==> run_1/ff_map.png <==
Other sequential cells in the stronger grey, the rest of the logic in the fainter grey.
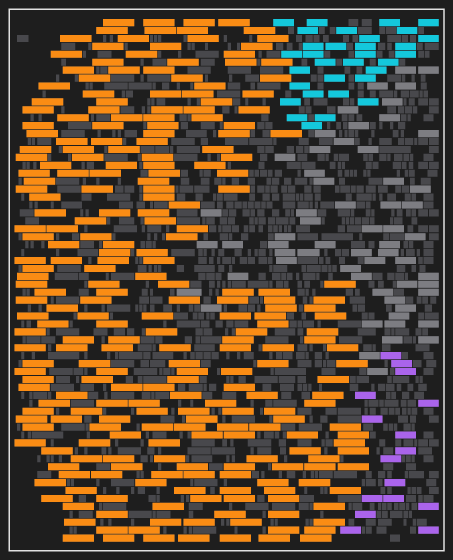
==> run_1/clock_nets.png <==
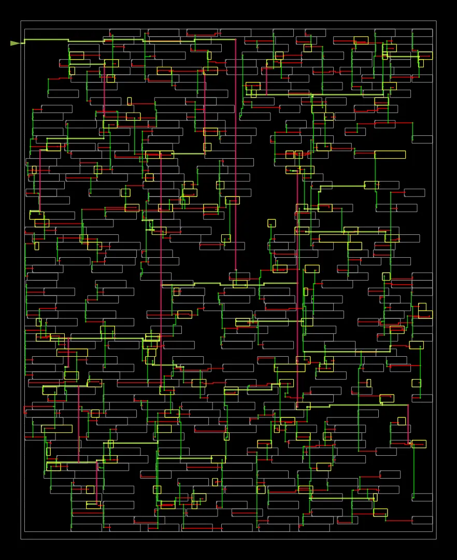
==> run_1/gates.png <==
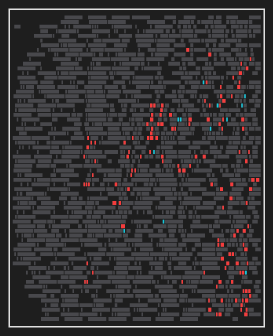
==> run_1/m1.png <==
Supply wires on this layer in grey.
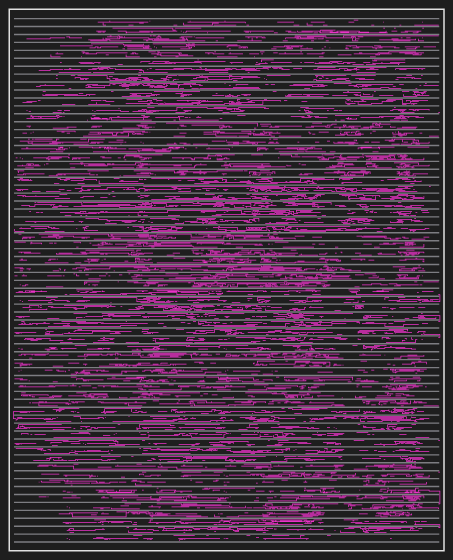
[src/rtl/viterbi_frame_ctrl.sv]
// Frame sequencer and scoreboard for the encoder -> channel -> Viterbi decoder chain.
// Streams one payload frame plus flush zeros, schedules channel errors and counts residual bit errors.
module viterbi_frame_ctrl #(
  parameter int          FRAME_LEN = 256,
  parameter int          TAIL_LEN  = 2,
  parameter int          DEC_LAT   = 32,
  parameter int          ERR_N     = 4,
  parameter logic [15:0] SEED      = 16'hACE1
) (
  input  logic        clk,
  input  logic        rst,
  input  logic        start_i,
  input  logic        err_en_i,
  input  logic        src_valid_i,
  input  logic        src_bit_i,
  output logic        src_ready_o,
  output logic        enc_enable_o,
  output logic        enc_bit_o,
  output logic [1:0]  err_mask_o,
  output logic        dec_enable_o,
  input  logic        dec_bit_i,
  output logic        busy_o,
  output logic        done_o,
  output logic [15:0] inj_ct_o,
  output logic [15:0] bit_err_ct_o
);

  localparam int IDXW = $clog2(FRAME_LEN + 1);
  localparam int MW   = $clog2(FRAME_LEN);
  localparam int TW   = (TAIL_LEN < 2) ? 1 : $clog2(TAIL_LEN);
  localparam logic [IDXW-1:0] LAST_IDX  = IDXW'(FRAME_LEN - 1);
  localparam logic [IDXW-1:0] FRAME_CNT = IDXW'(FRAME_LEN);
  localparam logic [TW-1:0]   TAIL_LAST = TW'(TAIL_LEN - 1);
  localparam logic [15:0]     LOW_MASK  = 16'((32'd1 << ERR_N) - 32'd1);
  localparam logic [15:0]     TAPS      = 16'hB400;

  typedef enum logic [2:0] {IDLE, SEND, TAIL, DRAIN, DONE} state_t;

  state_t              state;
  logic [IDXW-1:0]     bit_idx;
  logic [IDXW-1:0]     cmp_idx;
  logic [TW-1:0]       tail_cnt;
  logic [15:0]         lfsr;
  logic [15:0]         lfsr_next;
  logic                err_en_q;
  logic [DEC_LAT-1:0]  dly;
  logic                mem [0:FRAME_LEN-1];
  logic                accept;
  logic                dec_valid;
  logic                cmp_hit;
  logic                mismatch;
  logic [1:0]          new_mask;

  function automatic logic [15:0] sat_inc(input logic [15:0] v);
    return (v == 16'hFFFF) ? v : v + 16'd1;
  endfunction

  assign src_ready_o = (state == SEND);
  assign busy_o      = (state != IDLE);
  assign accept      = src_ready_o && src_valid_i;
  assign lfsr_next   = lfsr[0] ? ({1'b0, lfsr[15:1]} ^ TAPS) : {1'b0, lfsr[15:1]};
  assign new_mask    = (err_en_q && ((lfsr & LOW_MASK) < 16'd2)) ? lfsr[ERR_N+1:ERR_N] : 2'b00;
  assign dec_valid   = dly[DEC_LAT-1];
  assign cmp_hit     = dec_valid && (cmp_idx < FRAME_CNT);
  assign mismatch    = dec_bit_i ^ mem[cmp_idx[MW-1:0]];

  // Payload store; the scoreboard reads it back in the same order it was accepted.
  always_ff @(posedge clk) begin
    if (accept) mem[bit_idx[MW-1:0]] <= src_bit_i;
  end

  always_ff @(posedge clk) begin
    if (rst) begin
      state        <= IDLE;
      bit_idx      <= '0;
      cmp_idx      <= '0;
      tail_cnt     <= '0;
      lfsr         <= SEED;
      err_en_q     <= 1'b0;
      dly          <= '0;
      enc_enable_o <= 1'b0;
      enc_bit_o    <= 1'b0;
      err_mask_o   <= 2'b00;
      dec_enable_o <= 1'b0;
      done_o       <= 1'b0;
      inj_ct_o     <= '0;
      bit_err_ct_o <= '0;
    end else begin
      lfsr         <= lfsr_next;
      dec_enable_o <= enc_enable_o;
      enc_enable_o <= 1'b0;
      err_mask_o   <= 2'b00;
      done_o       <= 1'b0;
      for (int i = DEC_LAT - 1; i > 0; i--) dly[i] <= dly[i-1];
      dly[0] <= enc_enable_o;

      // Alignment follows the enable delay line, so gaps in the source never skew the compare.
      if (cmp_hit) begin
        cmp_idx <= cmp_idx + 1'b1;
        if (mismatch) bit_err_ct_o <= sat_inc(bit_err_ct_o);
      end

      case (state)
        IDLE: begin
          if (start_i) begin
            state        <= SEND;
            bit_idx      <= '0;
            cmp_idx      <= '0;
            inj_ct_o     <= '0;
            bit_err_ct_o <= '0;
            lfsr         <= SEED;
            err_en_q     <= err_en_i;
          end
        end
        SEND: begin
          if (accept) begin
            bit_idx      <= bit_idx + 1'b1;
            enc_enable_o <= 1'b1;
            enc_bit_o    <= src_bit_i;
            err_mask_o   <= new_mask;
            if (new_mask != 2'b00) inj_ct_o <= sat_inc(inj_ct_o);
            if (bit_idx == LAST_IDX) begin
              tail_cnt <= '0;
              state    <= (TAIL_LEN == 0) ? DRAIN : TAIL;
            end
          end
        end
        TAIL: begin
          enc_enable_o <= 1'b1;
          enc_bit_o    <= 1'b0;
          tail_cnt     <= tail_cnt + 1'b1;
          if (tail_cnt == TAIL_LAST) state <= DRAIN;
        end
        DRAIN: begin
          if (!enc_enable_o && (dly == '0)) begin
            state  <= DONE;
            done_o <= 1'b1;
          end
        end
        DONE: state <= IDLE;
        default: state <= IDLE;
      endcase
    end
  end

endmodule
[config.mk]
export PLATFORM = sky130hd
export DESIGN_NAME = viterbi_frame_ctrl
export DESIGN_NICKNAME = d
export VERILOG_FILES = /design/src/rtl/viterbi_frame_ctrl.sv
export SDC_FILE = /design/constraint.sdc
export NUM_CORES = 1
export LEC_CHECK = 0
export CORE_ASPECT_RATIO = 1.25
export CORE_UTILIZATION = 57
export CTS_BUF_LIST = sky130_fd_sc_hd__clkbuf_4 sky130_fd_sc_hd__clkbuf_8
export CTS_CLUSTER_DIAMETER = 30
export DETAILED_ROUTE_END_ITERATION = 6
export PLACE_DENSITY_LB_ADDON = 0.05
export SLEW_MARGIN = 10
export SYNTH_ARGS = -nofsm -noshare
export SYNTH_HDL_FRONTEND = slang
export SYNTH_SLANG_ARGS = --single-unit
[constraint.sdc]
create_clock -name clk -period 2.8 [get_ports clk]
set_input_delay 0.28 -clock clk [delete_from_list [all_inputs] [get_ports clk]]
set_output_delay 0.28 -clock clk [all_outputs]
set_load 0.02 [all_outputs]
==> Flow_metrics.wiki, run 1 <==
== Implementation results ==
{| class="wikitable"
! Metric !! Value
|-
| Max rail drop VDD || roughly 640 uV
|-
| Portion of the post-synthesis area used by sequential elements || between 60% and 70%
|-
| Combined area of the multi-input logic cells || 5160 um2
|-
| M3 GR Usage || around 4.6%
|-
| CTS Hold Bufs || 0
|-
| Cell-internal power || 9.11 mW
|-
| Total chip power || roughly 12 mW
|-
| HPWL Detailed || 22300 um
|-
| Post-synthesis chip area from yosys || 15300 um2
|-
| Fillers || 1851
|-
| Taps Inserted || between 300 and 400
|-
| Average vias per placed instance || a little under 6
|-
| Routed WL || between 30000 and 40000 um
|-
| Area fraction in mux cells || about 11%
|-
| Mean instance size in the synthesized netlist || between 10 and 15 um2
|-
| Number of logged tool warnings || 34
|-
| P_comb || approximately 0.32 mW
|-
| Overall Global Routing Usage || a little over a quarter
|-
| Floorplan Core Area || around 26000 um2
|-
| WL/cell || ~20 um
|-
| Pin slew with the least headroom to its limit || just under 900 ps
|-
| Critical path class || flip-flop to flip-flop
|-
| Final setup violation count || 16
|-
| Number of warnings issued by yosys || 0
|-
| Count of pins on the block boundary || about 47
|-
| Area of the die || around 28000 um2
|-
| FF-to-FF Start || cmp_idx[0]$_SDFF_PP0_
|-
| Worst setup slack after layout || -268 ps
|-
| Post-synthesis adder-cell area fraction || less than 1%
|-
| Number of search-and-repair iterations in the first detailed-routing pass || 5
|-
| Total setup buffers inserted after CTS || 3
|-
| # placed instances || around 1600
|-
| Sequential cell power || 5.82 mW
|-
| Root buffer cell || sky130_fd_sc_hd__clkbuf_8
|-
| Sum of routed wire segments on met1 || 14300 um
|-
| Cell area after placement || about 17000 um2
|-
| Aggregate global routing overflow || 0
|-
| Cts repair resizes || 15
|-
| Worst R2R Setup Slack || -270 ps
|-
| Part of the total power dissipated in sequential elements || between 40% and 50%
|-
| Syn_nets || between 1000 and 1500
|-
| Startpoint of the lowest-slack hold path || src_bit_i
|-
| Maximum root-to-sink buffer count || 3
|-
| Yosys simple share || ~16%
|-
| Highest attainable clock frequency || around 330 MHz
|-
| Seq/total area || ~54%
|-
| Number of global-route vias before repair || around 10000
|-
| Peak fanout along the critical path || 7
|-
| Share of the clock period used by the worst path || 110%
|-
| Routed wire length on met2 || about 18000 um
|-
| Post-synth design cell area || 15300 um2
|-
| CTS H-tree depth || 3
|-
| Critical path arrival || 3490 ps
|-
| Area-dominant class || sequential cells
|-
| Register clock-pin slew on the reported worst setup and hold paths || 50 ps
|-
| Outcome || complete, but fails checks
|-
| Initial antenna violation count || 0
|-
| Highest routed layer || met4
|-
| Vias || 10200
|-
| Leakage power || 5.98 nW
|-
| PwrDens || approximately 640 nW/um2
|-
| Leading register cell type out of synthesis || sky130_fd_sc_hd__edfxtp_1
|-
| Min-Delay Path Class || primary input to flip-flop
|-
| Net switching share of the total power || 21.9%
|-
| Required arrival time at the worst endpoint || ~3200 ps
|-
| Effective utilization at floorplan || roughly three fifths
|-
| Headroom to the max-slew limit || a little over two fifths
|-
| Last element of the critical path || bit_err_ct_o[14]$_SDFF_PP0_
|-
| Net total in the final layout || ~1400
|-
| Flip-flops with a built-in enable || 256
|-
| Number of buffers outside the clock class in the layout || ~140
|-
| Area taken by flip-flops and latches || ~9900 um2
|-
| Depth of the worst register-to-register path || 10
|-
| Antenna-violating nets left || 0
|-
| Fraction of power consumed by combinational cells || under 10%
|-
| Endpoint of the worst hold path || mem[114]$_DFFE_PP_
|-
| Violations in the final reports || negative setup slack
|-
| Leading power group || sequential cells
|}
-- ff_map.png (at the start) --
| signal | colour | sequential cells |
|---|---|---|
| `bit_err_ct_o` | purple | 16 |
| `dly` | cyan | 32 |
| `mem` | orange | 256 |

-- clock_nets.png (at the start) --
layout sequential cell count: 364
number of sinks driven by the clock tree: 364
insertion delay at the late pin of the worst-skew pair: 590 ps
power attributed to the clock group: 5.53 mW
final-layout clock buffer total: 90

-- gates.png (at the start) --
| family | colour | cells |
|---|---|---|
| nand cells | red | 130 |
| inv cells | cyan | 12 |
fraction of area in multi-input gates: 28.1%
number of non-filler instances in the completed layout: 1751
most common cell after layout, fill and taps aside: sky130_fd_sc_hd__nor2_1

-- m1.png (at the start) --
share of all routed wire: 40%
main direction: horizontal

run 1: placed cells by master (no fill, tap or decap), types with 4 or more instances in the layout:
| cell type | netlist | final |
|---|---|---|
| sky130_fd_sc_hd__nor2b_1 | 43 | 43 |
| sky130_fd_sc_hd__ha_1 | 8 | 8 |
| sky130_fd_sc_hd__dfxtp_1 | 108 | 106 |
| sky130_fd_sc_hd__inv_6 | 0 | 5 |
| sky130_fd_sc_hd__a21oi_1 | 33 | 28 |
| sky130_fd_sc_hd__or3_1 | 11 | 11 |
| sky130_fd_sc_hd__nand3_1 | 40 | 40 |
| sky130_fd_sc_hd__nand4_1 | 13 | 13 |
| sky130_fd_sc_hd__nor3_1 | 14 | 14 |
| sky130_fd_sc_hd__nor4_1 | 11 | 11 |
| sky130_fd_sc_hd__a22oi_1 | 8 | 6 |
| sky130_fd_sc_hd__inv_1 | 10 | 10 |
| sky130_fd_sc_hd__o21ai_0 | 14 | 13 |
| sky130_fd_sc_hd__edfxtp_1 | 256 | 256 |
| sky130_fd_sc_hd__clkdlybuf4s50_1 | 0 | 45 |
| sky130_fd_sc_hd__clkinv_1 | 2 | 10 |
| sky130_fd_sc_hd__buf_12 | 0 | 13 |
| sky130_fd_sc_hd__a21oi_2 | 1 | 6 |
| sky130_fd_sc_hd__xor2_1 | 11 | 11 |
| sky130_fd_sc_hd__mux4_2 | 63 | 63 |
| sky130_fd_sc_hd__buf_4 | 4 | 83 |
| sky130_fd_sc_hd__clkinvlp_4 | 0 | 5 |
| sky130_fd_sc_hd__a31oi_1 | 4 | 4 |
| sky130_fd_sc_hd__nand2b_1 | 18 | 18 |
| sky130_fd_sc_hd__clkbuf_4 | 0 | 15 |
| sky130_fd_sc_hd__xnor2_1 | 11 | 11 |
| sky130_fd_sc_hd__nand2_1 | 57 | 57 |
| sky130_fd_sc_hd__mux2i_1 | 27 | 27 |
| sky130_fd_sc_hd__clkinv_2 | 0 | 11 |
| sky130_fd_sc_hd__and3_1 | 7 | 7 |
| sky130_fd_sc_hd__nor2_1 | 308 | 306 |
| sky130_fd_sc_hd__clkbuf_8 | 0 | 75 |
| sky130_fd_sc_hd__and2_1 | 17 | 17 |
| sky130_fd_sc_hd__bufinv_16 | 0 | 5 |
run 1: flip-flops by register name, summed over array words and instances (netlist names):
register	flops
inj_ct_o	16
enc_bit_o	1
cmp_idx	9
lfsr	16
mem	256
err_mask_o	2
dly	32
done_o	1
enc_enable_o	1
bit_idx	9
tail_cnt	1
bit_err_ct_o	16
err_en_q	1
state	3
run 1: worst max-delay path, stage by stage (launching register included):
cell and delay [ps]:
sky130_fd_sc_hd__dfxtp_4 380, sky130_fd_sc_hd__buf_12 130, sky130_fd_sc_hd__mux4_2 480, sky130_fd_sc_hd__mux4_2 490, sky130_fd_sc_hd__a2bb2oi_2 160, sky130_fd_sc_hd__a211oi_2 220
sky130_fd_sc_hd__a21oi_2 100, sky130_fd_sc_hd__mux2_4 350, sky130_fd_sc_hd__a211o_4 370, sky130_fd_sc_hd__a31oi_1 190, sky130_fd_sc_hd__a311oi_1 70
==> inputs of run 2 (changes only) <==
- SLEW_MARGIN: 10 -> not set
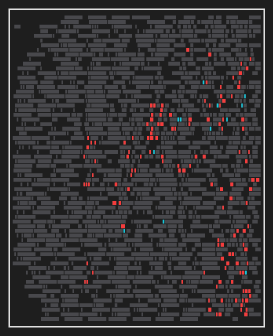
(run_2/gates.png)
| family | colour | cells |
|---|---|---|
| nand cells | red | 130 |
| inv cells | cyan | 12 |

==> run 2 against run 1 <==
The flow still finishes with violations (negative setup slack). Hold slack stayed put. Cell count stayed put. Clock power hardly changed. Combinational power hardly changed. Synthesized cell count stayed put. Global-route usage stayed put. Clock-buffer cell count stayed put. Area after synthesis stayed put. First-iteration DRC count stayed put. Largest cell class unchanged.
==> Flow_metrics.wiki, run 2 <==
== Implementation results ==
{| class="wikitable"
! Metric !! Value
|-
| Sort of element at the end of the critical path || flip-flop
|-
| Post-synthesis chip area from yosys || ~15000 um2
|-
| Average vias per placed instance || 5.81
|-
| Outcome || complete, but fails checks
|-
| Antenna-violating nets left || 0
|-
| Maximum root-to-sink buffer count || 3
|-
| Portion of the post-synthesis area used by sequential elements || 64.4%
|-
| Number of flip-flops under the largest register name || 256
|-
| Routed WL || ~36000 um
|-
| Number of search-and-repair iterations in the first detailed-routing pass || 5
|-
| HPWL Detailed || between 20000 and 25000 um
|-
| Leakage power || between 5 and 6 nW
|-
| Vias || roughly 10000
|-
| Area taken by flip-flops and latches || 9850 um2
|-
| Worst setup slack after layout || -268 ps
|-
| Post-synth design cell area || approximately 15000 um2
|-
| Flip-flops with a built-in enable || 256
|-
| Number of warnings issued by yosys || 0
|-
| Combined area of the multi-input logic cells || 5160 um2
|-
| Share of the clock period used by the worst path || 110%
|-
| Register clock-pin slew on the reported worst setup and hold paths || 50 ps
|-
| Min-Delay Path Class || primary input to flip-flop
|-
| Floorplan Core Area || between 20000 and 30000 um2
|-
| Headroom to the max-slew limit || between 40% and 50%
|-
| Root buffer cell || sky130_fd_sc_hd__clkbuf_8
|-
| Cell area after placement || approximately 17000 um2
|-
| Max rail drop VDD || 635 uV
|-
| Peak fanout along the critical path || 7
|-
| # DRC || 0
|-
| Syn_nets || roughly 1200
|-
| Row count || around 66
|-
| PwrDens || between 600 and 700 nW/um2
|-
| CTS H-tree depth || 3
|-
| Post-synthesis to final-layout area growth || 20.0%
|-
| Number of sinks driven by the clock tree || between 300 and 400
|-
| Final core utilization || a little over two thirds
|-
| Initial antenna violation count || 0
|-
| Mean instance size in the synthesized netlist || between 10 and 15 um2
|-
| Critical path class || flip-flop to flip-flop
|-
| Net total in the final layout || 1370
|-
| Aggregate global routing overflow || 0
|-
| Most common cell after layout, fill and taps aside || sky130_fd_sc_hd__nor2_1
|-
| Final setup violation count || 16
|-
| Pin slew with the least headroom to its limit || slightly below 900 ps
|-
| Area of the die || about 28000 um2
|-
| Effective utilization at floorplan || just under 60%
|-
| WL/cell || between 20 and 25 um
|-
| Required arrival time at the worst endpoint || about 3200 ps
|-
| Number of global-route vias before repair || a little over 10000
|-
| Overall Global Routing Usage || 27.3%
|-
| Leading register cell type out of synthesis || sky130_fd_sc_hd__edfxtp_1
|-
| Fillers || about 1900
|-
| Violations in the final reports || negative setup slack
|-
| Critical path arrival || 3490 ps
|-
| Most instantiated logic cells after routing || 306 x sky130_fd_sc_hd__nor2_1, 256 x sky130_fd_sc_hd__edfxtp_1, 106 x sky130_fd_sc_hd__dfxtp_1, 83 x sky130_fd_sc_hd__buf_4, 75 x sky130_fd_sc_hd__clkbuf_8
|-
| Count of pins on the block boundary || 47
|-
| Insertion delay at the late pin of the worst-skew pair || just under 600 ps
|-
| Number of logged tool warnings || 34
|}
run 2: layout make-up:
type | instances | share of cell area (%)
Sequential cell | 364 | 53.6
Multi-Input combinational cell | 762 | 28.1
Tap cell | 340 | 2.32
Clock inverter | 39 | 1.99
Inverter | 12 | 0.245
Clock buffer | 90 | 6.23
Timing Repair Buffer | 144 | 7.46
run 2: logic make-up after synthesis:
| logic type | Yosys count | synth area share, % |
|---|---|---|
| flip-flops | 364 | 64.4 |
| adder cells (fa/ha/maj) | 8 | 0.654 |
| buffers and inverters | 90 | 2.56 |
| AND-OR/OR-AND | 89 | 3.76 |
| AND/OR/NAND/NOR | 550 | 16.2 |
| multiplexers | 92 | 11.2 |
| XOR/XNOR | 22 | 1.26 |
run 2: final timing paths:
path,from,end,slack [ps],cells after the start
min reg2reg,lfsr[7]$_SDFF_PP1_,lfsr[6]$_SDFF_PP1_,410,1
max,cmp_idx[0]$_SDFF_PP0_,bit_err_ct_o[14]$_SDFF_PP0_,-270,10
min,src_bit_i,mem[114]$_DFFE_PP_,310,1
max reg2reg,cmp_idx[0]$_SDFF_PP0_,bit_err_ct_o[14]$_SDFF_PP0_,-270,10
run 2: routing by layer:
layer	share of wire (%)	vias up	wire, um	track usage [%]
met4	3.6	0	1280	13.6
li1	-	4691	-	-
met1	40	5075	14300	33.7
met3	6.0	81	2140	4.58
met2	50	326	18000	46.3
met5	0	-	0	0
run 2: worst max-delay path, stage by stage (launching register included):
cell and delay (ps):
sky130_fd_sc_hd__dfxtp_4 380, sky130_fd_sc_hd__buf_12 130, sky130_fd_sc_hd__mux4_2 480, sky130_fd_sc_hd__mux4_2 490, sky130_fd_sc_hd__a2bb2oi_2 160, sky130_fd_sc_hd__a211oi_2 220
sky130_fd_sc_hd__a21oi_2 100, sky130_fd_sc_hd__mux2_4 350, sky130_fd_sc_hd__a211o_4 370, sky130_fd_sc_hd__a31oi_1 190, sky130_fd_sc_hd__a311oi_1 70
run 2: what timing repair did:
action,in CTS,in global routing
setup endpoints to repair,16,20
resized,15,7
pin swaps,5,2
hold endpoints to repair,0,0
cloned,1,0
setup buffers,3,0
hold buffers,0,0
run 2: stage by stage:
stage               power (mW)  worst slack, ps  instances  hold slack (ps)  TNS (ps)
floorplan                 6.09            -57.2       1215              379      -298
global placement          6.24             -512       1618              396     -6300
detailed placement        6.25             -512       1618              397     -6800
CTS                       11.8             -274       1751              294     -3580
global route              12.1             -362       1751              332     -5190
finish                    11.7             -268       1751              310     -3670
run 2: where the power goes:
part,internal (mW),switching (mW),leakage [nW]
Sequential,5.79,0.0281,3.18
Clock,3.21,2.32,0.782
Combinational,0.108,0.211,2.03
Total,9.11,2.56,5.98
==> inputs of run 3 (changes only) <==
==> constraint.sdc (replaced) <==
create_clock -name clk -period 2.8 [get_ports clk]
set_input_delay 0.56 -clock clk [delete_from_list [all_inputs] [get_ports clk]]
set_output_delay 0.56 -clock clk [all_outputs]
set_load 0.02 [all_outputs]
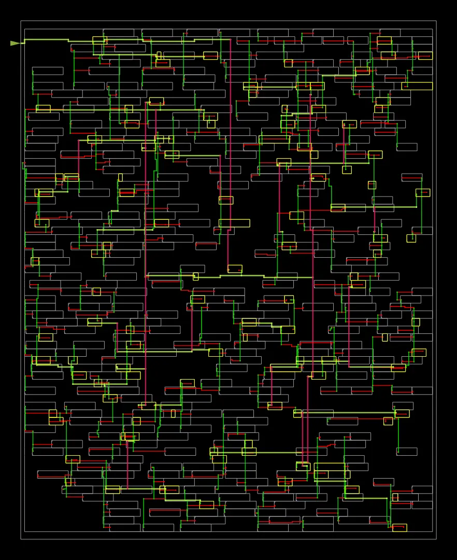
(run_3/clock_nets.png)
CTS buffer count: 68
worst-case clock skew: 26.6 ps
insertion delay at the late pin of the worst-skew pair: 610 ps
power attributed to the clock group: 5.32 mW

==> run 3 against run 2 <==
The flow still finishes with violations (negative setup slack). Non-clock buffer count is 3 higher. Critical path depth increased by 1. Maximum frequency is 2.5% lower. Sequential share of layout area up 0.13 points. Cell count decreased by 0.34%. Utilization shrank 0.17 points. Cell area is 0.24% lower. Worst setup slack lost 80 ps. Clock-buffer cell count is 3 lower. Clock skew is 2.1 ps lower. Die area unchanged. Global-route usage increased by 1.0 points. Critical path type unchanged.
==> Flow_metrics.wiki, run 3 <==
== Implementation results ==
{| class="wikitable"
! Metric !! Value
|-
| Max incr delay on CP || 480 ps
|-
| Max rail drop VDD || between 400 and 500 uV
|-
| Post-synthesis adder-cell area fraction || less than 1%
|-
| Critical path arrival || ~3600 ps
|-
| Post-synthesis to final-layout area growth || 19.8%
|-
| Most instantiated logic cells after routing || 307 x sky130_fd_sc_hd__nor2_1, 256 x sky130_fd_sc_hd__edfxtp_1, 106 x sky130_fd_sc_hd__dfxtp_1, 86 x sky130_fd_sc_hd__buf_4, 72 x sky130_fd_sc_hd__clkbuf_8
|-
| Syn_nets || 1230
|-
| Number of sinks driven by the clock tree || about 360
|-
| Dominant non-sequential cell family after synthesis || simple AND/OR/NAND/NOR gates
|-
| Min-Delay Path Class || primary input to flip-flop
|-
| Worst path buffer plus inverter count || 2
|-
| Violations in the final reports || negative setup slack
|-
| Aoi share || 3.76%
|-
| Aggregate global routing overflow || 0
|-
| Synthesized instance count || approximately 1200
|-
| Final setup violation count || 16
|-
| Number of global-route vias before repair || 10300
|-
| Share of the clock period used by the worst path || 112%
|-
| Critical path class || flip-flop to flip-flop
|-
| Area fraction in mux cells || between 10% and 20%
|-
| Pre-CTS worst setup slack || -496 ps
|-
| Flip-flops with a built-in enable || around 260
|-
| Root buffer cell || sky130_fd_sc_hd__clkbuf_8
|-
| CTS H-tree depth || 3
|-
| Register clock-pin slew on the reported worst setup and hold paths || ~60 ps
|-
| Floorplan die height || 185 um
|-
| Leading register cell type out of synthesis || sky130_fd_sc_hd__edfxtp_1
|-
| Sort of element at the end of the critical path || flip-flop
|-
| HPWL Detailed || ~23000 um
|-
| Flops & latches, synth || about 360
|-
| Net switching power || roughly 2.5 mW
|-
| Critical path, cell by cell || buf_8 > mux4_2 > mux4_2 > a2bb2oi_2 > a211oi_2 > a21oi_2 > mux2_4 > a211oi_4 > buf_4 > nor3_2 > mux2i_1
|-
| Post-synth design cell area || 15300 um2
|-
| Vias || between 10000 and 15000
|-
| Number of non-filler instances in the completed layout || 1745
|-
| WL/cell || about 21 um
|-
| Routed WL || around 37000 um
|-
| Most common cell after layout, fill and taps aside || sky130_fd_sc_hd__nor2_1
|-
| Xor and xnor area share after synthesis || under 10%
|-
| Cell-internal power || roughly 9 mW
|-
| Portion of the post-synthesis area used by sequential elements || 64.4%
|-
| Critical Path Slowest Stage Cell || sky130_fd_sc_hd__mux4_2
|-
| RSZ-0062 raised after global routing || true
|-
| Yosys simple share || between 10% and 20%
|-
| Initial antenna violation count || 0
|-
| # placed instances || around 1600
|-
| Pin count of the biggest net entering global routing || 79
|-
| Leakage power || around 5.9 nW
|-
| Effective utilization at floorplan || 58.5%
|-
| Main area contributors || sky130_fd_sc_hd__edfxtp_1 50%, sky130_fd_sc_hd__dfxtp_1 14%, sky130_fd_sc_hd__mux4_2 9.3%, sky130_fd_sc_hd__nor2_1 7.6%, sky130_fd_sc_hd__mux2i_1 1.8%
|-
| Average vias per placed instance || 5.85
|-
| Number of warnings issued by yosys || 0
|-
| Number of logged tool warnings || 32
|-
| Mean instance size in the synthesized netlist || roughly 13 um2
|-
| Max-capacitance violation count || 0
|-
| Number of flip-flops under the largest register name || approximately 260
|-
| Maximum root-to-sink buffer count || 3
|-
| Headroom to the max-slew limit || between 40% and 50%
|-
| Net switching share of the total power || between 20% and 30%
|-
| Hold violation total from the final report || 0
|-
| Top cell by count, worst path || sky130_fd_sc_hd__mux4_2
|-
| Required arrival time at the worst endpoint || ~3300 ps
|-
| Net total in the final layout || approximately 1400
|-
| Cell family with most CP delay || multiplexers
|-
| Highest attainable clock frequency || 318 MHz
|-
| Count of pins on the block boundary || ~47
|-
| Overall Global Routing Usage || between 20% and 30%
|-
| Async S/R FF share, synth || 0%
|-
| Post-Route Hold Slack || approximately 390 ps
|-
| Fillers || 1902
|-
| Antenna-violating nets left || 0
|-
| Fraction of layout cells with a size suffix above 1 || between 20% and 30%
|-
| Fraction of power consumed by combinational cells || under 10%
|-
| Count of cell types in the netlist || around 54
|-
| Post-synthesis chip area from yosys || 15300 um2
|-
| Outcome || complete, but fails checks
|-
| Pin slew with the least headroom to its limit || about 820 ps
|-
| Row count || between 60 and 70
|-
| CTS Hold Bufs || 0
|-
| Peak fanout along the critical path || 7
|-
| Number of search-and-repair iterations in the first detailed-routing pass || 6
|-
| Worst setup slack after layout || -348 ps
|-
| PwrDens || approximately 630 nW/um2
|-
| Part of the total power dissipated in sequential elements || 50.8%
|-
| Share of power burned in the clock network || 46.4%
|-
| Area of the die || about 28000 um2
|-
| Floorplan Core Area || between 20000 and 30000 um2
|-
| # DRC || 0
|}
==> run 3: power by group through the flow <==
stage | Combinational, mW | Sequential, mW | Clock [mW]
final | 0.322 | 5.82 | 5.32
after global routing | 0.354 | 5.82 | 5.66
after CTS | 0.322 | 5.82 | 5.41
after detailed placement | 0.320 | 5.93 | 0
after global placement | 0.314 | 5.93 | 0
after floorplan | 0.168 | 5.93 | 0
==> run 3: cell families after synthesis <==
family / count (synthesis)
fa+ha+maj: 8
xor+xnor: 22
flops: 364
mux: 92
simple gates: 550
compound gates: 89
buf+inv: 90
==> run 3: worst paths after layout <==
kind                               from                          end  slack [ps]  cells past startpoint
hold reg to reg     lfsr[12]$_SDFF_PP0_          lfsr[11]$_SDFF_PP1_         410                      1
setup reg to reg  cmp_idx[0]$_SDFF_PP0_  bit_err_ct_o[11]$_SDFF_PP0_        -350                     11
hold / removal                src_bit_i           mem[232]$_DFFE_PP_         390                      1
setup / recovery  cmp_idx[0]$_SDFF_PP0_  bit_err_ct_o[11]$_SDFF_PP0_        -350                     11
==> run 3: metrics by stage <==
stage	area, um2	util (%)	setup TNS [ps]	power, mW
4_1_cts	18300	69.7	-4400	11.6
3_5_place_dp	16700	63.7	-7220	6.25
2_1_floorplan	15300	-	-298	6.09
5_1_grt	18300	70.0	-6270	11.8
3_3_place_gp	16700	63.7	-6930	6.25
6_report	18300	70.0	-4900	11.5
==> run 3: repair_timing <==
action / in CTS / in global routing
setup buffers: 6 / 3
endpoints found under the setup margin: 16 / 22
pin swaps: 5 / 9
resized: 16 / 14
gates cloned: 1 / 0
==> run 3: layout make-up <==
type                            count  area (um2)  share of cell area [%]
Timing Repair Buffer              147        1380                    7.51
Clock inverter                     33         322                    1.75
Inverter                           12        45.0                   0.246
Clock buffer                       87        1100                    6.02
Multi-Input combinational cell    762        5200                    28.4
Tap cell                          340         425                    2.32
Sequential cell                   364        9850                    53.8
==> run 3: per-layer routing <==
layer  GRT usage [%]  vias up  share of wire (%)
met4            14.1        0                3.8
met3            5.17       92                7.1
li1                -     4674                  -
met1            35.1     5051                 39
met5               0        -                  0
met2            47.6      396                 50
No activity file was given, so power comes from the tool's default toggle rates.
